==> images/io_placement.png <==
The bar under the picture is 20 µm long. Pins as bars across the die edge, other pins in gray.
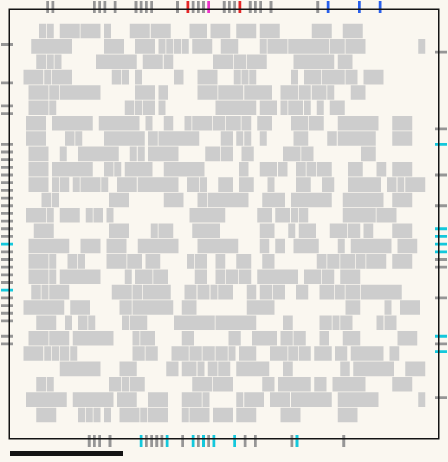
==> images/sizes.png <==
The bar under the picture is 20 µm long.
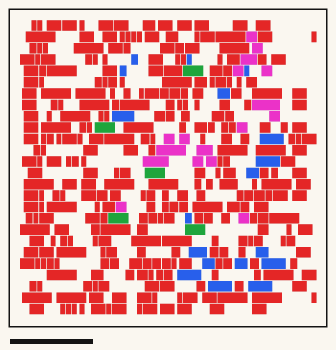
==> config.mk <==
export PLATFORM = sky130hd
export DESIGN_NAME = datapath_controller_flat
export DESIGN_NICKNAME = d
export VERILOG_FILES = /design/src/rtl/datapath_controller_if.sv /design/src/rtl/datapath_controller.sv /design/src/flat_wrapper.sv
export SDC_FILE = /design/constraint.sdc
export NUM_CORES = 1
export LEC_CHECK = 0
export CORE_MARGIN = 2
export CORE_UTILIZATION = 43
export CTS_CLUSTER_SIZE = 30
export DETAILED_ROUTE_END_ITERATION = 8
export GPL_TIMING_DRIVEN = 1
export PLACE_DENSITY_LB_ADDON = 0.1
export SYNTH_ARGS = -nofsm -noshare
export SYNTH_HDL_FRONTEND = slang
export SYNTH_SLANG_ARGS = --single-unit
==> constraint.sdc <==
create_clock -name clock -period 2.2 [get_ports clock]
set_input_delay 0.22 -clock clock [delete_from_list [all_inputs] [get_ports clock]]
set_output_delay 0.22 -clock clock [all_outputs]
set_load 0.01 [all_outputs]
==> results.py <==
# Generated from Yosys and OpenROAD reports
metrics = {
    "run_status": {
        "status": "completed",
    },
    "synthesis": {
        "muxShareOfSynthArea": 0,
        "synthTopLogicFamily": "simple AND/OR/NAND/NOR gates",
        "ys_ff": 35,
        "edf_count": 0,
        "yosys.area_share.simple": 0.2997,
        "synth_cells": 282,
    },
    "layout": {
        "seq-cell-share": 0.2245,
        "flop-count": 35,
        "diodes": 0,
        "clock_buffers": 6,
        "logic_area_um2": 1325,
        "logic_gates": 216,
        "clkCellAreaFrac": 0.02727,
    },
    "place": {
        "postPlaceCellArea_um2": 3040,
    },
    "power_and_ir_drop": {
        "pwr-share-clk": 0.257,
        "switching_share": 0.3390,
        "p_int_mw": 1.204,
        "finalPower_mw": 1.822,
        "p_comb_uw": 594,
        "pg_clk_uw": 469,
    },
    "global_routing": {
        "grt_pass1_vias": 1897,
        "grt_first_pass_wirelength_um": 9377,
    },
    "final_timing": {
        "fmax_mhz": 483.4,
        "rsz0062_at_grt": "no",
        "fin_crit_ns": 2.069,
    },
    "critical_path": {
        "path_buffers": 4,
        "critPathLaunchType": "register",
        "critPathKind": "register to output pin",
        "path_max_fanout": 3,
        "path_depth": 7,
        "slowest_stage": "or3_4",
    },
    "run": {
        "warning_count": 26,
    },
    "cts": {
        "tritoncts": "built",
        "cts_buffers": 5,
    },
    "floorplan": {
        "io_pins": 96,
        "taps": 70,
    },
    "min_path": {
        "min_path_cells": 2,
    },
}
About io_placement.png:
| color | port | pins | direction | edge |
|---|---|---|---|---|
| blue | `bus_state` | 3 | output | top |
| magenta | `bus_pcOrRegisterSelectionLine` | 1 | output | top |
| cyan | `bus_programCounter` | 16 | output | 7 right, 7 bottom, 2 left |
| red | `bus_integerTypeSelectionLine` | 2 | output | top |
Die Y-Extent: 75.81 µm
die x size: 75.81 µm

About sizes.png:
| color | size | cells | most used |
|---|---|---|---|
| red | _0 and _1 cells | 318 | clkdlybuf4s50_1 |
| green | _6 and larger | 5 | clkbuf_8 |
| magenta | _3 and _4 cells | 17 | buf_4 |
| blue | _2 cells | 18 | o32ai_2 |
Non-clk bufs: 94
setup ws final: 0.1315 ns
fin area: 3120 µm²
synth-to-layout area growth: 40.74%

what timing repair did:
item                                    4_1_cts  5_1_grt
resized                                       5        5
hold buffers                                  0        0
gates cloned                                  0        0
hold endpoints to repair                      0        0
endpoints found under the setup margin        4        3
layer usage:
layer	share of wire	routed length, µm	global-route usage
met5	0	0	0
met4	0.013	79	0.06238
met3	0.084	514	0.06746
met2	0.46	2810	0.3199
met1	0.45	2747	0.2919
synth_stat cells, drive strengths merged (5+ instances only):
| cell type | n | area [µm²] |
|---|---|---|
| a22oi | 8 | 65.06 |
| dfxtp | 35 | 700.7 |
| nand2 | 45 | 168.9 |
| a21oi | 29 | 160.2 |
| nor2 | 17 | 71.32 |
| nor3 | 6 | 30.03 |
| inv | 5 | 18.77 |
| o32ai | 6 | 97.59 |
| nor4 | 10 | 62.56 |
| buf | 21 | 165.2 |
| clkbuf | 16 | 60.06 |
| nand2b | 8 | 50.05 |
| nor2b | 5 | 31.28 |
| nand3 | 8 | 40.04 |
| nand4 | 8 | 50.05 |
cells in the final DEF (no fill, tap or decap), types with 3 or more instances in the layout:
cell type        netlist  layout
a21oi_1               25      25
a21oi_2                4       4
a22oi_1                7       7
a31oi_1                3       3
buf_4                 17      11
clkbuf_8               0       5
clkdlybuf4s50_1        0      78
conb_1                 1      12
dfxtp_1               35      35
inv_1                  3       3
nand2_1               45      45
nand2b_1               8       8
nand3_1                8       8
nand3b_1               3       3
nand4_1                8       8
nor2_1                16      16
nor2b_1                5       5
nor3_1                 6       6
nor3b_1                3       3
nor4_1                10      10
o21ai_0                4       4
o22ai_1                4       4
o2bb2ai_1              4       4
o32ai_2                6       6
tightest hold or removal path: stages (launching register included):
cell,delay [ns]
dfxtp_1,0.31
nand2_1,0.05
a21oi_1,0.05
No activity file was given, so power comes from the tool's default toggle rates.
